`config.mk`:
```
export PLATFORM = sky130hd
export DESIGN_NAME = micro_store
export DESIGN_NICKNAME = d
export VERILOG_FILES = /design/src/rtl/micro_store.sv
export SDC_FILE = /design/constraint.sdc
export NUM_CORES = 1
export LEC_CHECK = 0
export CORE_MARGIN = 3
export CORE_UTILIZATION = 31
export DETAILED_ROUTE_END_ITERATION = 7
export GPL_ROUTABILITY_DRIVEN = 0
export SLEW_MARGIN = 20
export SYNTH_ARGS = -nofsm -noshare
export SYNTH_HDL_FRONTEND = slang
export SYNTH_SLANG_ARGS = --single-unit
```
`constraint.sdc`:
```
create_clock -name clock -period 1.5 [get_ports clock]
set_clock_uncertainty 0.2 [all_clocks]
set_input_delay 0.15 -clock clock [delete_from_list [all_inputs] [get_ports clock]]
set_output_delay 0.15 -clock clock [all_outputs]
set_load 0.03 [all_outputs]
```
`src/rtl/micro_store.sv`:
```
// micro_store: microcode ROM and MIR for the multicycle MIPS controller; stretches memory micro-ops until mem_ready.
// Optional wait-timeout fault enabled by defining MICRO_WAIT_TIMEOUT_EN.
module micro_store #(
  parameter int WAIT_TIMEOUT = 64,
  parameter int WAIT_CNT_W   = 8
) (
  input  logic       clock,
  input  logic       reset,
  input  logic [3:0] addr,
  input  logic       mem_ready,
  output logic [3:0] mpc,
  output logic [1:0] next,
  output logic       pc_write,
  output logic       pc_write_cond,
  output logic       ir_write,
  output logic       reg_write,
  output logic       mem_read,
  output logic       mem_write,
  output logic       i_or_d,
  output logic       mem_to_reg,
  output logic       alu_src_a,
  output logic       reg_dst,
  output logic [1:0] pc_source,
  output logic [1:0] alu_op,
  output logic [1:0] alu_src_b,
  output logic       fault
);
`ifdef MICRO_WAIT_TIMEOUT_EN
  typedef enum logic [1:0] {LOAD, EXEC, HALT} state_t;
`else
  typedef enum logic [1:0] {LOAD, EXEC} state_t;
`endif
  if (2 ** WAIT_CNT_W <= WAIT_TIMEOUT) begin : g_bad_cnt_w
    $error("WAIT_CNT_W too narrow for WAIT_TIMEOUT");
  end
  // word: {pw, pwc, irw, rw, mr, mw, iod, m2r, asa, rdst, pc_source, alu_op, alu_src_b, next}
  function automatic logic [17:0] rom(input logic [3:0] a);
    case (a)
      4'd0:    rom = 18'b1010100000_00_00_01_11;
      4'd1:    rom = 18'b0000000000_00_00_11_01;
      4'd2:    rom = 18'b0000000010_00_00_10_10;
      4'd3:    rom = 18'b0000101000_00_00_00_11;
      4'd4:    rom = 18'b0001000100_00_00_00_00;
      4'd5:    rom = 18'b0000011000_00_00_00_00;
      4'd6:    rom = 18'b0000000010_00_10_00_11;
      4'd7:    rom = 18'b0001000001_00_00_00_00;
      4'd8:    rom = 18'b0100000010_01_01_00_00;
      4'd9:    rom = 18'b1000000000_10_00_00_00;
      default: rom = '0;
    endcase
  endfunction
  state_t      state_q;
  logic        boot_q;
  logic [17:0] mir_q, mir_d;
  logic [3:0]  mpc_q, mpc_d;
  logic        exec, done, strobe;
`ifdef MICRO_WAIT_TIMEOUT_EN
  logic [WAIT_CNT_W-1:0] cnt_q;
  logic                  fault_q;
`endif
  always_comb begin
    mpc_d  = boot_q ? 4'd0 : addr;
    mir_d  = rom(mpc_d);
    exec   = state_q == EXEC;
    done   = !(mir_q[13] | mir_q[12]) | mem_ready;
    strobe = exec & done;
  end
  always_ff @(posedge clock) begin
    if (reset) begin
      state_q <= LOAD;
      boot_q  <= 1'b1;
      mir_q   <= '0;
      mpc_q   <= '0;
`ifdef MICRO_WAIT_TIMEOUT_EN
      cnt_q   <= '0;
      fault_q <= 1'b0;
`endif
    end else begin
      case (state_q)
        LOAD: begin
          mir_q   <= mir_d;
          mpc_q   <= mpc_d;
          boot_q  <= 1'b0;
          state_q <= EXEC;
        end
        EXEC: begin
          if (done) state_q <= LOAD;
`ifdef MICRO_WAIT_TIMEOUT_EN
          cnt_q <= done ? '0 : cnt_q + 1'b1;
          if (!done && cnt_q == WAIT_CNT_W'(WAIT_TIMEOUT - 1)) begin
            state_q <= HALT;
            mir_q   <= '0;
            mpc_q   <= '0;
            fault_q <= 1'b1;
          end
`endif
        end
        default: ;
      endcase
    end
  end
  assign mpc           = mpc_q;
  assign next          = mir_q[1:0];
  assign pc_write      = strobe & mir_q[17];
  assign pc_write_cond = strobe & mir_q[16];
  assign ir_write      = strobe & mir_q[15];
  assign reg_write     = strobe & mir_q[14];
  assign mem_read      = exec & mir_q[13];
  assign mem_write     = exec & mir_q[12];
  assign i_or_d        = mir_q[11];
  assign mem_to_reg    = mir_q[10];
  assign alu_src_a     = mir_q[9];
  assign reg_dst       = mir_q[8];
  assign pc_source     = mir_q[7:6];
  assign alu_op        = mir_q[5:4];
  assign alu_src_b     = mir_q[3:2];
`ifdef MICRO_WAIT_TIMEOUT_EN
  assign fault = fault_q;
`else
  assign fault = 1'b0;
`endif
endmodule

```
==> reports/results.ini <==
[run_status]
status = finished clean

[floorplan]
chipArea_um2 = 4160

[layout]
final_cell_area_um2 = 1530
clock_buffers = 4
largest_reg_flops = 16
dominant-cell-class = multi-input combinational cells
syn_to_final_growth_pct = 44.5
ff_count = 22
multiInputCombCellCount = 76
lay_top_cells = 19 x dfxtp_1, 18 x buf_4, 15 x dlygate4sd2_1, 11 x nor2_1
finalNetCount = 166
lay_top_count = dfxtp_1
top_register = mir_q
nNonClkBuffers = 47
nonClkBufAreaFrac_pct = 27.1
comb_area_share_pct = 36.8

[placed_design]
place_ws_ns = -0.215
place_hpwl_um = 1890
postPlaceCellArea_um2 = 1400

[grt]
grt_util_met1_pct = 16.0
antenna_found_initial = 0
gr-total-overflow = 0
use_met2_pct = 20.4
grt_usage_pct = 12.8

[pwr]
sequentialPowerShare_pct = 50.2
leakage_nw = 0.704
power.density_nw_per_um2 = 831
p_switching_w = 0.000364
sw_frac_of_total_pct = 28.7
comb_power_share_pct = 24.4
p_comb_w = 0.000311

[clock_network]
cts_tree = yes
insertion_delay_ns = 0.31
cts_resized = 24
cts-root-buf = clkbuf_4
cts.sinks = 22
htree_levels = 1
cts.path.max_buffers = 2

[logic_synthesis]
synth_warnings = 0
ys_sh_aoi_pct = 16.8
post_synth_num_cell_types = 32
synthArstFlopShare_pct = 0
synth_chip_area_um2 = 1060
synth_nets = 129
topCombFamilyByArea = simple AND/OR/NAND/NOR gates
synth-xor-area-share_pct = 0
synth_seq_share_pct = 41.6
syn_inst = 116
synth_dominant_cell_count = dfxtp_1
yosys.area_share.simple_pct = 21.0

[sta]
fmax_mhz = 675
fin_crit_ns = 1.48
setup_viol = 0
tns_ns = 0
period_used_pct = 98.7

[routing]
drc = 0
met1_length_um = 1100
ant_nets = 0
routed.top_layer = met4
drt_iter0_markers = 15
wl_per_cell_um = 12.6
wl_met2_um = 1160
wl_met3_um = 151

[critical_path]
worstPathArrival_ns = 1.13
rr_worst_depth = 5
crit_start = mir_q[12]$_SDFFE_PP0N_
r2r_slack_ns = 0.03
crit_fanout = 4
r2r_end = mir_q[17]$_SDFFE_PP0N_
crit_path_cell_trace = nor2_4, nor2_4, nor2_1, buf_4
crit_type = reg -> out
cp-end-kind = primary output
crit_cells = 4
worstPathRequired_ns = 1.15
r2r_start = boot_q$_SDFFE_PP1N_
crit_buf_inv = 1
cpMaxStageDelayCell = dfxtp_1
path_common_cell = nor2_4

[min_path]
min_from = mir_q[14]$_SDFFE_PP0N_
min_to = mir_q[14]$_SDFFE_PP0N_

[job]
cap_viol_max_count = 0
openroad.warnings = 33

placement.png
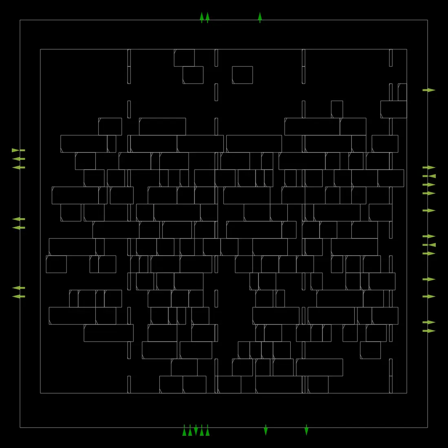
Well Taps: 44
Non-Filler Instances: 196
Core ar.: 3150 um2
fill count: 323

layer_met3.png
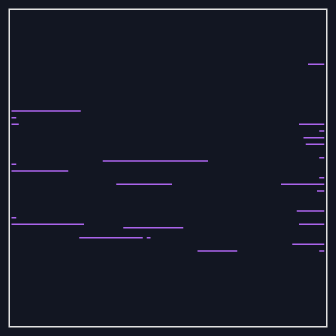
longest straight run: 21.2 um
wire length on this layer: 152 um
final WL: 2460 um
grt met3 use: 4.16%

io_fan.png
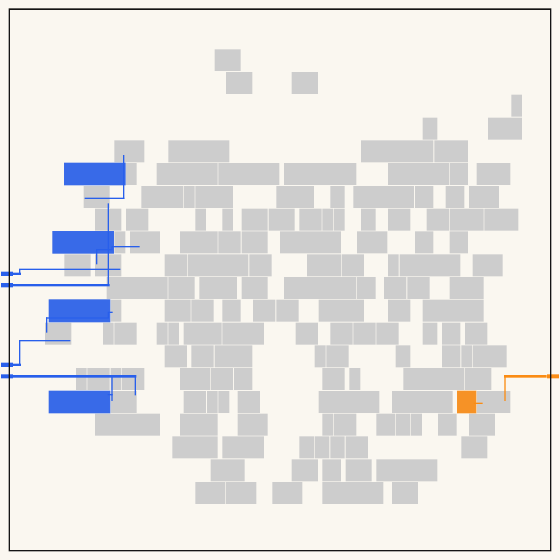
| port | color | bits | direction | end cells | buffers | wire |
|---|---|---|---|---|---|---|
| `pc_write_cond` | orange | 1 | output | 1 | 1 | 8.60 um |
| `mpc` | blue | 4 | output | 4 | 4 | 90.6 um |
# port buffers: 28
number of I/O pins: 30

flops_by_reg.png
Other sequential cells in the stronger gray, the rest of the logic in the fainter gray.
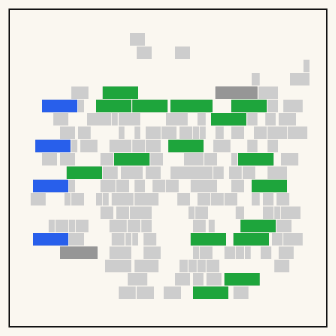
| signal | color | placed flops |
|---|---|---|
| `mir_q` | green | 16 |
| `mpc` | blue | 4 |
not colored: 2
seq pwr: 0.000639 W
sequential share of cell area: 29.3%
Util after Layout: 48.6%
register area: 449 um2

metal_density.png
13 x 13 tiles, from black (low) to pale yellow (high), scaled to the fullest tile. Values are wire area over tile area, all layers added.
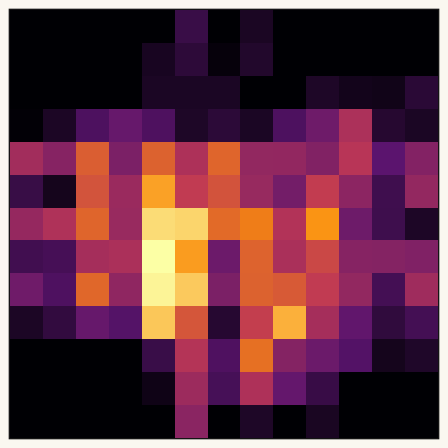
densest ninth of the die: center
tiles over half the peak: 17%
nearly empty tiles: 29%
fullest tile: 0.37

Power is estimated from default activity; no workload was simulated.
